`src/rtl/hazard_ctrl_pkg.sv`:
```
// Shared types and constants for the pipeline hazard/sequencing controller.
// Holds the controller FSM state encoding, the register-address type and the
// default memory-wait watchdog limit, plus the load-use detection helper.
package hazard_ctrl_pkg;

   // Architectural register index (x0..x31)
   typedef logic [4:0] reg_addr_t;

   // Controller FSM encoding; CTRL_ILLEGAL is never entered on purpose and
   // falls back to RUN on the next clock.
   typedef enum logic [1:0] {
      RUN          = 2'd0,
      IMEM_WAIT    = 2'd1,
      DMEM_WAIT    = 2'd2,
      CTRL_ILLEGAL = 2'd3
   } ctrl_state_t;

   // Default number of consecutive wait cycles tolerated before the
   // watchdog flags a stuck memory.
   localparam int HAZ_TIMEOUT_DEFAULT = 64;

   // A load in EX whose destination is read by the instruction in ID.
   // Writes to x0 never create a dependency, and rs2 only matters when the
   // ID instruction actually reads it.
   function automatic logic load_use(
      input logic      ex_mem_read,
      input reg_addr_t ex_rd,
      input reg_addr_t id_rs1,
      input reg_addr_t id_rs2,
      input logic      id_uses_rs2
   );
      logic rs1_hit;
      logic rs2_hit;
      rs1_hit  = (ex_rd == id_rs1);
      rs2_hit  = id_uses_rs2 && (ex_rd == id_rs2);
      load_use = ex_mem_read && (ex_rd != 5'd0) && (rs1_hit || rs2_hit);
   endfunction

endpackage

```
`src/rtl/hazard_wait_wdog.sv`:
```
// Memory-wait watchdog for the hazard controller.
// Counts consecutive cycles spent in a single wait state, saturating at
// TIMEOUT, and raises a sticky mem_timeout flag once that limit is reached.
// The flag is only cleared by reset.
module hazard_wait_wdog
   import hazard_ctrl_pkg::*;
#(
   parameter int TIMEOUT = HAZ_TIMEOUT_DEFAULT,
   parameter int TO_W    = $clog2(TIMEOUT + 1)
) (
   input  logic clk,
   input  logic rst,
   input  logic in_wait,
   input  logic state_change,
   output logic mem_timeout
);

   localparam logic [TO_W-1:0] CNT_MAX = TO_W'(TIMEOUT);

   logic [TO_W-1:0] wait_cnt;
   logic [TO_W-1:0] wait_cnt_next;

   // Next count: restart whenever we leave the wait or switch wait kind,
   // otherwise count up and hold at the limit.
   always_comb begin
      wait_cnt_next = '0;
      if (!in_wait || state_change) begin
         wait_cnt_next = '0;
      end else if (wait_cnt == CNT_MAX) begin
         wait_cnt_next = CNT_MAX;
      end else begin
         wait_cnt_next = wait_cnt + TO_W'(1);
      end
   end

   // Counter register and sticky timeout flag; the flag rises in the same
   // clock that the counter reaches the limit.
   always_ff @(posedge clk) begin
      if (rst) begin
         wait_cnt    <= '0;
         mem_timeout <= 1'b0;
      end else begin
         wait_cnt <= wait_cnt_next;
         if (wait_cnt_next == CNT_MAX) begin
            mem_timeout <= 1'b1;
         end
      end
   end

endmodule

```
`src/rtl/hazard_ctrl.sv`:
```
// Central sequencing controller for the 5-stage RV32I pipeline.
// Produces hold/flush enables for the PC and the IF/ID, ID/EX, EX/MEM and
// MEM/WB registers, covering load-use stalls, EX-resolved redirects and
// multi-cycle instruction/data memory waits (with a watchdog).
// Outputs are combinational from the current state and inputs so a hazard
// acts in the cycle it is seen.
// Optional build macro: HAZARD_PERF_CNT_EN adds perf_stall_cyc and
// perf_flush_cnt performance counters.
module hazard_ctrl
   import hazard_ctrl_pkg::*;
#(
   parameter int TIMEOUT = HAZ_TIMEOUT_DEFAULT,
   parameter int TO_W    = $clog2(TIMEOUT + 1)
) (
   input  logic        clk,
   input  logic        rst,
   input  logic [4:0]  id_rs1,
   input  logic [4:0]  id_rs2,
   input  logic        id_uses_rs2,
   input  logic [4:0]  ex_rd,
   input  logic        ex_mem_read,
   input  logic        ex_pc_src,
   input  logic        imem_ready,
   input  logic        dmem_req,
   input  logic        dmem_ready,
   output logic        pc_stall,
   output logic        if_id_stall,
   output logic        if_id_flush,
   output logic        id_ex_flush,
   output logic        ex_mem_stall,
   output logic        mem_wb_bubble,
   output logic [1:0]  ctrl_state,
   output logic        mem_timeout
`ifdef HAZARD_PERF_CNT_EN
   ,
   output logic [31:0] perf_stall_cyc,
   output logic [31:0] perf_flush_cnt
`endif
);

   ctrl_state_t state;
   ctrl_state_t state_next;

   logic lu;
   logic dmem_wait;
   logic in_wait;
   logic state_change;
   logic timeout_q;

   // Hazard conditions seen this cycle. A data-memory wait is either an
   // ongoing DMEM_WAIT not yet completed, or a fresh unfinished access
   // raised from RUN or IMEM_WAIT.
   always_comb begin
      lu        = load_use(ex_mem_read, ex_rd, id_rs1, id_rs2, id_uses_rs2);
      dmem_wait = 1'b0;
      case (state)
         DMEM_WAIT:      dmem_wait = !dmem_ready;
         RUN, IMEM_WAIT: dmem_wait = dmem_req && !dmem_ready;
         default:        dmem_wait = 1'b0;
      endcase
   end

   // Next-state logic. Data waits outrank everything; a redirect keeps RUN
   // (the new fetch starts next cycle); an instruction wait is entered only
   // when nothing higher applies. The unused encoding recovers to RUN.
   always_comb begin
      state_next = state;
      case (state)
         RUN: begin
            if (dmem_wait) begin
               state_next = DMEM_WAIT;
            end else if (ex_pc_src) begin
               state_next = RUN;
            end else if (!imem_ready) begin
               state_next = IMEM_WAIT;
            end else begin
               state_next = RUN;
            end
         end
         IMEM_WAIT: begin
            if (dmem_wait) begin
               state_next = DMEM_WAIT;
            end else if (imem_ready) begin
               state_next = RUN;
            end else begin
               state_next = IMEM_WAIT;
            end
         end
         DMEM_WAIT: begin
            if (dmem_ready) begin
               state_next = RUN;
            end else begin
               state_next = DMEM_WAIT;
            end
         end
         default: state_next = RUN;
      endcase
   end

   // State register; reset drops any outstanding wait at once.
   always_ff @(posedge clk) begin
      if (rst) begin
         state <= RUN;
      end else begin
         state <= state_next;
      end
   end

   // Pipeline enables by priority: reset, data wait, redirect, fetch wait,
   // load-use. Reset loads bubbles into IF/ID and ID/EX and holds nothing.
   always_comb begin
      pc_stall      = 1'b0;
      if_id_stall   = 1'b0;
      if_id_flush   = 1'b0;
      id_ex_flush   = 1'b0;
      ex_mem_stall  = 1'b0;
      mem_wb_bubble = 1'b0;
      if (rst) begin
         if_id_flush = 1'b1;
         id_ex_flush = 1'b1;
      end else if (dmem_wait) begin
         pc_stall      = 1'b1;
         if_id_stall   = 1'b1;
         ex_mem_stall  = 1'b1;
         mem_wb_bubble = 1'b1;
      end else if (ex_pc_src) begin
         if_id_flush = 1'b1;
         id_ex_flush = 1'b1;
      end else if (!imem_ready) begin
         pc_stall    = 1'b1;
         if_id_flush = 1'b1;
      end else if (lu) begin
         pc_stall    = 1'b1;
         if_id_stall = 1'b1;
         id_ex_flush = 1'b1;
      end
   end

   // Watchdog hook-up: count while in a wait state, restart on any change.
   always_comb begin
      in_wait      = (state == IMEM_WAIT) || (state == DMEM_WAIT);
      state_change = (state_next != state);
   end

   hazard_wait_wdog #(
      .TIMEOUT (TIMEOUT),
      .TO_W    (TO_W)
   ) u_wdog (
      .clk          (clk),
      .rst          (rst),
      .in_wait      (in_wait),
      .state_change (state_change),
      .mem_timeout  (timeout_q)
   );

   // Status outputs read as idle while reset is asserted.
   always_comb begin
      ctrl_state  = rst ? 2'd0 : state;
      mem_timeout = rst ? 1'b0 : timeout_q;
   end

`ifdef HAZARD_PERF_CNT_EN
   // Free-running performance counters: PC-hold cycles and redirects.
   always_ff @(posedge clk) begin
      if (rst) begin
         perf_stall_cyc <= '0;
         perf_flush_cnt <= '0;
      end else begin
         if (pc_stall) begin
            perf_stall_cyc <= perf_stall_cyc + 32'd1;
         end
         if (ex_pc_src) begin
            perf_flush_cnt <= perf_flush_cnt + 32'd1;
         end
      end
   end
`endif

endmodule

```
`config.mk`:
```
export PLATFORM = sky130hd
export DESIGN_NAME = hazard_ctrl
export DESIGN_NICKNAME = d
export VERILOG_FILES = /design/src/rtl/hazard_ctrl_pkg.sv /design/src/rtl/hazard_wait_wdog.sv /design/src/rtl/hazard_ctrl.sv
export SDC_FILE = /design/constraint.sdc
export NUM_CORES = 1
export LEC_CHECK = 0
export ABC_AREA = 1
export ABC_CLOCK_PERIOD_IN_PS = 4230
export CORE_UTILIZATION = 25
export DETAILED_ROUTE_END_ITERATION = 8
export PLACE_DENSITY_LB_ADDON = 0.2
export SYNTH_ARGS = -nofsm -noshare
export SYNTH_HDL_FRONTEND = slang
export SYNTH_HIERARCHICAL = 1
export SYNTH_SLANG_ARGS = --single-unit
```
`constraint.sdc`:
```
create_clock -name clk -period 4.23 [get_ports clk]
set_clock_uncertainty 0.05 [all_clocks]
set_input_delay 0.846 -clock clk [delete_from_list [all_inputs] [get_ports clk]]
set_output_delay 0.846 -clock clk [all_outputs]
set_load 0.05 [all_outputs]
```
Fig. 1: run 1, register map, names as in the netlist
Scale bar: 20 um.
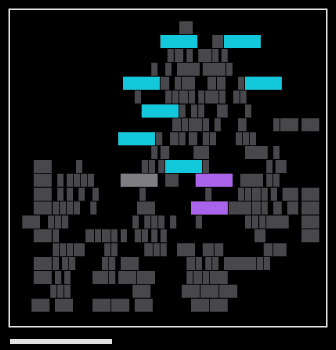
legend:
  purple:
    name_in_the_netlist: `state`
    placed_flops: 2
  cyan:
    name_in_the_netlist: `u_wdog/wait_cnt`
    placed_flops: 7
    where: north
not coloured: 1

Fig. 2: run 1, layout detail
Window x 31 to 61, y 0 to 30 um. Cells in grey, sequential cells in the stronger grey; small squares are vias.
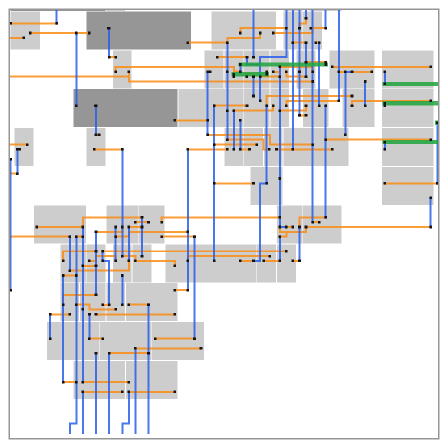
legend:
  orange:
    layer: M1
  blue:
    layer: M2
  green:
    layer: M3
netlist names of flops here include: `state` (2)
most frequent: clkdlybuf4s50_1 (11), nand2_1 (9), inv_1 (7)
cells with their middle in the window: 50
sequential cells in the window: 2

==> results.py, run 1 <==
# Auto-generated metrics
metrics = {
    "worst_setup_path": {
        "crit_path_frequent_cell": "sky130_fd_sc_hd__nand2_1",
        "path_cells": "clkdlybuf4s50_1, inv_1, nand2_1, nand2_1, nor2_1, nand3_1, nand2_1, nand2_1, o21ai_1, clkdlybuf4s50_1",
        "critical-path-slowest-cell": "sky130_fd_sc_hd__clkdlybuf4s50_1",
        "cp.arrival_ns": 2.84,
        "worstSetupPathType": "primary input to output port",
        "timing.critical_path.required_ns": 3.33,
        "worst_setup_path_startpoint": "ex_rd[4]",
        "endpoint_kind": "output port",
    },
    "cts": {
        "tritoncts.num_buffers": 3,
        "clk_transition_reported_paths_ns": 0.06,
        "tritoncts_clock_tree": "built",
        "clock_sink_count": 10,
        "clock-root-buffer": "sky130_fd_sc_hd__clkbuf_4",
        "cts_max_level": 1,
        "clock_tree.buffer_depth": 2,
    },
    "run_status": {
        "result_of_the_run": "finished, final reports clean",
    },
    "sta": {
        "timing.max_slew.rel_slack": 0.655,
        "setup_tns_ns": 0,
        "tightest_slew_ns": 0.515,
        "rsz0062_at_grt": "false",
        "period_utilisation_layout": 0.884,
        "worst_hold_slack_ns": 0.406,
    },
    "cells_and_area": {
        "registers.top_by_ff_count": "u_wdog/wait_cnt",
        "bufAreaShareNonClock": 0.247,
        "clock_buffer_count": 3,
        "seq_cell_count": 10,
        "finalNonFillerCells": 239,
        "buffers": 32,
        "register_area_um2": 200,
        "fin_nets": 224,
        "multi_input_comb_area_um2": 571,
        "n_all_inverters": 32,
        "finish.instance_area_mm2": 0.00129,
        "final_core_occ": 0.380,
        "comb_total_area": 0.443,
    },
    "power": {
        "power.density_cell_area_mw_per_mm2": 194,
        "power_top_consumer": "registers",
    },
    "yosys": {
        "postSynthAreaPerCell_um2": 5.65,
        "synthDominantCellAreaShare": 0.223,
        "area_leaders": "sky130_fd_sc_hd__dfxtp_1, sky130_fd_sc_hd__nand2_1, sky130_fd_sc_hd__inv_1",
        "synth_chip_area_um2": 898,
        "syn_nets": 188,
        "synth.cells.most_frequent": "sky130_fd_sc_hd__nand2_1, sky130_fd_sc_hd__inv_1, sky130_fd_sc_hd__nor2_1",
        "ff_type": "sky130_fd_sc_hd__dfxtp_1",
        "synthesis.instances": 159,
        "post_synth_top_area_cell": "sky130_fd_sc_hd__dfxtp_1",
        "yosysMostFrequentCell": "sky130_fd_sc_hd__nand2_1",
        "ys_async_sr_fraction": 0,
        "edff_count_synth": 0,
    },
    "floorplanning": {
        "row_count": 21,
        "i_o_pin_cnt": 32,
        "fp-utilization": 0.265,
    },
    "detailed_routing": {
        "detailedRoute.firstIterationViolations": 43,
        "top_signal_layer_used": "met3",
        "wl_met2_um": 969,
        "wirelength_met1_um": 903,
        "drt_wl_total_um": 1940,
    },
    "run": {
        "log.warning_count": 30,
    },
    "global_routing": {
        "grt_start_max_net_pins": 12,
        "vias_in_the_first_global_route": 821,
        "global_route.usage.met2": 0.199,
        "met1_usage": 0.116,
    },
    "place": {
        "dp.final_hpwl_um": 1660,
        "gp_congestion": 0.747,
        "pre_cts_slack_ns": 0.494,
        "place.detailed.instances": 236,
    },
    "worst_hold_path": {
        "worst_min_delay_path_class": "flop to flop",
        "hold_path.startpoint": "u_wdog/mem_timeout",
    },
}
Fig. 3: run 1, cell sizes after repair
Scale bar: 20 um.
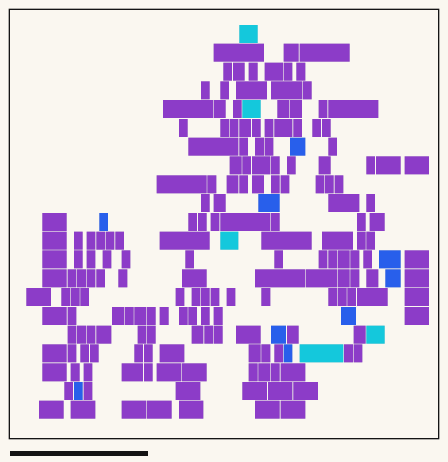
legend:
  blue:
    size: x2
    cells: 9
  cyan:
    size: x3 and x4
    cells: 5
  purple:
    size: x1 and smaller
    cells: 179

[run 1: kinds of logic (layout without fill, tap and decap cells)]
group           count (synthesis)  in the layout  share of synthesized area
buf+inv                        33             67                      0.142
flops                          10             10                      0.223
xor+xnor                        1              1                    0.00975
fa+ha+maj                       6              6                     0.0836
compound gates                 11             11                     0.0724
simple gates                   98             98                      0.469
[run 1: path summary, 6_finish.rpt]
check	to	slack, ns	depth (start not counted)
max	id_ex_flush	0.49	10
min	u_wdog/mem_timeout	0.41	2
max reg2reg	u_wdog/mem_timeout	1.87	15
min reg2reg	u_wdog/mem_timeout	0.41	2
[run 1: critical path: cells and delay by family]
family                 cells  cell delay [ns]
AND-OR/OR-AND              1             0.15
AND/OR/NAND/NOR            6             0.44
buffers and inverters      3             1.41
Fig. 4: run 1, clock nets
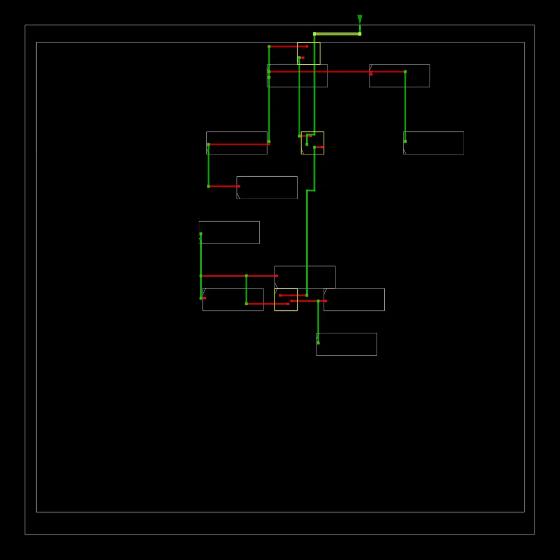

==> inputs of run 2 (changes only) <==
RECOVER_POWER = 50   (was default)
Fig. 5: run 2, clock nets
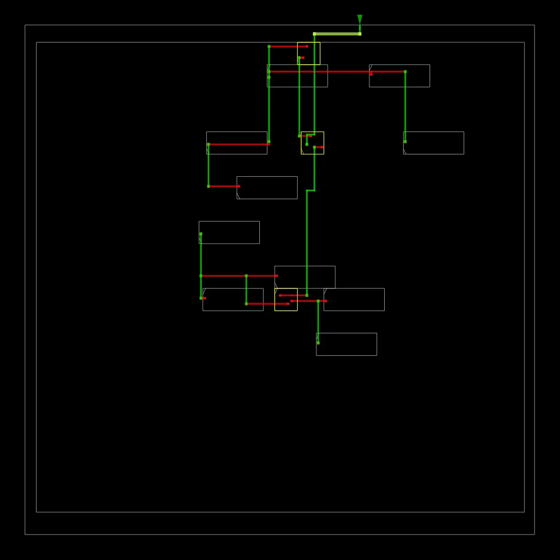
CTS Buf Count: 3
TritonCTS sink count: 10

==> run 2 against run 1 <==
Against the previous run:
- sequential power is essentially flat
- worst hold slack hardly changed
- synthesized area unchanged
- critical path depth unchanged
- critical endpoint unchanged
==> results.py, run 2 <==
# Auto-generated metrics
metrics = {
    "power": {
        "power.density_cell_area_mw_per_mm2": 195,
        "switching_share_of_power": 0.324,
    },
    "global_routing": {
        "global_route.usage.met2": 0.199,
        "use_met3": 0.0124,
        "met1_usage": 0.116,
        "grt_start_max_net_pins": 12,
        "vias_in_the_first_global_route": 821,
        "antenna_found_initial": 0,
    },
    "worst_setup_path": {
        "critical-path-slowest-cell": "sky130_fd_sc_hd__clkdlybuf4s50_1",
        "path_cells": "clkdlybuf4s50_1, inv_1, nand2_1, nand2_1, nor2_1, nand3_1, nand2_1, nand2_1, o21ai_1, clkdlybuf4s50_1",
        "path_buffers": 3,
        "crit_path_frequent_cell": "sky130_fd_sc_hd__nand2_1",
        "critical_path_depth": 10,
        "timing.critical_path.required_ns": 3.33,
        "rr_worst_depth": 15,
        "worst_setup_path_startpoint": "ex_rd[4]",
        "cp.arrival_ns": 2.84,
        "worstSetupEndpoint": "id_ex_flush",
        "endpoint_kind": "output port",
        "worstSetupPathType": "primary input to output port",
        "timing.reg2reg.setup_slack_ns": 1.85,
        "r2r-end": "u_wdog/mem_timeout",
        "cell_family_contributing_the_most_delay_on_the_critical_path": "buffers and inverters",
    },
    "yosys": {
        "synth-xor-area-share": 0.00975,
        "dominant_combinational_family": "simple AND/OR/NAND/NOR gates",
        "ys_sh_simple": 0.469,
        "synthAoiAreaFrac": 0.0724,
        "yosysMostFrequentCell": "sky130_fd_sc_hd__nand2_1",
        "synthDominantCellAreaShare": 0.223,
        "postSynthAreaPerCell_um2": 5.65,
        "ys_async_sr_fraction": 0,
        "synth.cellmix.adderShare": 0.0836,
        "ff_type": "sky130_fd_sc_hd__dfxtp_1",
        "post_synth_mux_area_share": 0,
        "synth_chip_area_um2": 898,
        "area_leaders": "sky130_fd_sc_hd__dfxtp_1, sky130_fd_sc_hd__nand2_1, sky130_fd_sc_hd__inv_1",
        "post_synth_top_area_cell": "sky130_fd_sc_hd__dfxtp_1",
        "synth.cells.most_frequent": "sky130_fd_sc_hd__nand2_1, sky130_fd_sc_hd__inv_1, sky130_fd_sc_hd__nor2_1",
        "syn_nets": 188,
        "synthesis.instances": 159,
    },
    "floorplanning": {
        "fp-utilization": 0.265,
        "i_o_pin_cnt": 32,
        "row_count": 21,
    },
    "detailed_routing": {
        "top_signal_layer_used": "met3",
        "wl_met2_um": 972,
        "route.antenna.remaining_nets": 0,
        "route.detailed.vias_per_inst": 4.13,
        "detailedRoute.firstIterationViolations": 71,
        "wirelength_met1_um": 899,
        "drt_wl_total_um": 1940,
    },
    "worst_hold_path": {
        "hold_path.startpoint": "u_wdog/mem_timeout",
        "worst_min_delay_path_class": "flop to flop",
        "hold_path_depth": 2,
        "hold_path_end": "u_wdog/mem_timeout",
    },
    "sta": {
        "rsz0062_at_grt": "false",
        "setup_tns_ns": 0,
        "slew_viol_final": 0,
        "period_utilisation_layout": 0.884,
        "setup_slack_ns": 0.490,
        "timing.max_slew.rel_slack": 0.655,
        "tightest_slew_ns": 0.515,
        "worst_hold_slack_ns": 0.405,
    },
    "run": {
        "log.warning_count": 30,
    },
    "cts": {
        "cts_resized": 0,
        "tritoncts_clock_tree": "built",
        "clock-root-buffer": "sky130_fd_sc_hd__clkbuf_4",
        "clock_tree.buffer_depth": 2,
        "cts_max_level": 1,
        "clk_transition_reported_paths_ns": 0.06,
    },
    "cells_and_area": {
        "finish.instance_area_mm2": 0.00128,
        "largest_class": "combinational gates",
        "final_core_occ": 0.378,
        "multi_input_comb_area_um2": 564,
        "bufAreaShareNonClock": 0.248,
        "n_all_inverters": 32,
        "reg.largest.list": "u_wdog/wait_cnt: 7 flops, state: 2 flops, u_wdog/mem_timeout: 1 flops",
        "finalNonFillerCells": 239,
        "fin_nets": 224,
        "comb_total_area": 0.440,
        "registers.top_by_ff_count": "u_wdog/wait_cnt",
        "buffers": 32,
        "seq_cell_count": 10,
        "register_area_um2": 200,
        "clock_buffer_count": 3,
    },
    "place": {
        "dp.final_hpwl_um": 1660,
        "gp_congestion": 0.747,
        "pre_cts_slack_ns": 0.494,
        "place.detailed.instances": 236,
        "place.port_buffers": 31,
    },
    "run_status": {
        "result_of_the_run": "finished, final reports clean",
    },
}
-- run 2: cell types whose count changed in the layout (fill, tap and decap cells not counted) --
cell,before,now
sky130_fd_sc_hd__a21oi_1,3,4
sky130_fd_sc_hd__a21oi_2,2,1
sky130_fd_sc_hd__clkdlybuf4s50_1,31,30
sky130_fd_sc_hd__dlygate4sd3_1,0,1
sky130_fd_sc_hd__nor2_1,26,27
sky130_fd_sc_hd__nor2_2,1,0
-- run 2: power by group through the flow --
stage          Clock (W)  Sequential (W)  Combinational [W]
2_1_floorplan          0       0.0000988          0.0000514
3_3_place_gp           0       0.0000991          0.0000909
3_5_place_dp           0       0.0000991          0.0000914
4_1_cts        0.0000669       0.0000970          0.0000918
5_1_grt        0.0000715       0.0000973          0.0000987
6_report       0.0000628       0.0000970          0.0000899
No activity file was given, so power comes from the tool's default toggle rates.
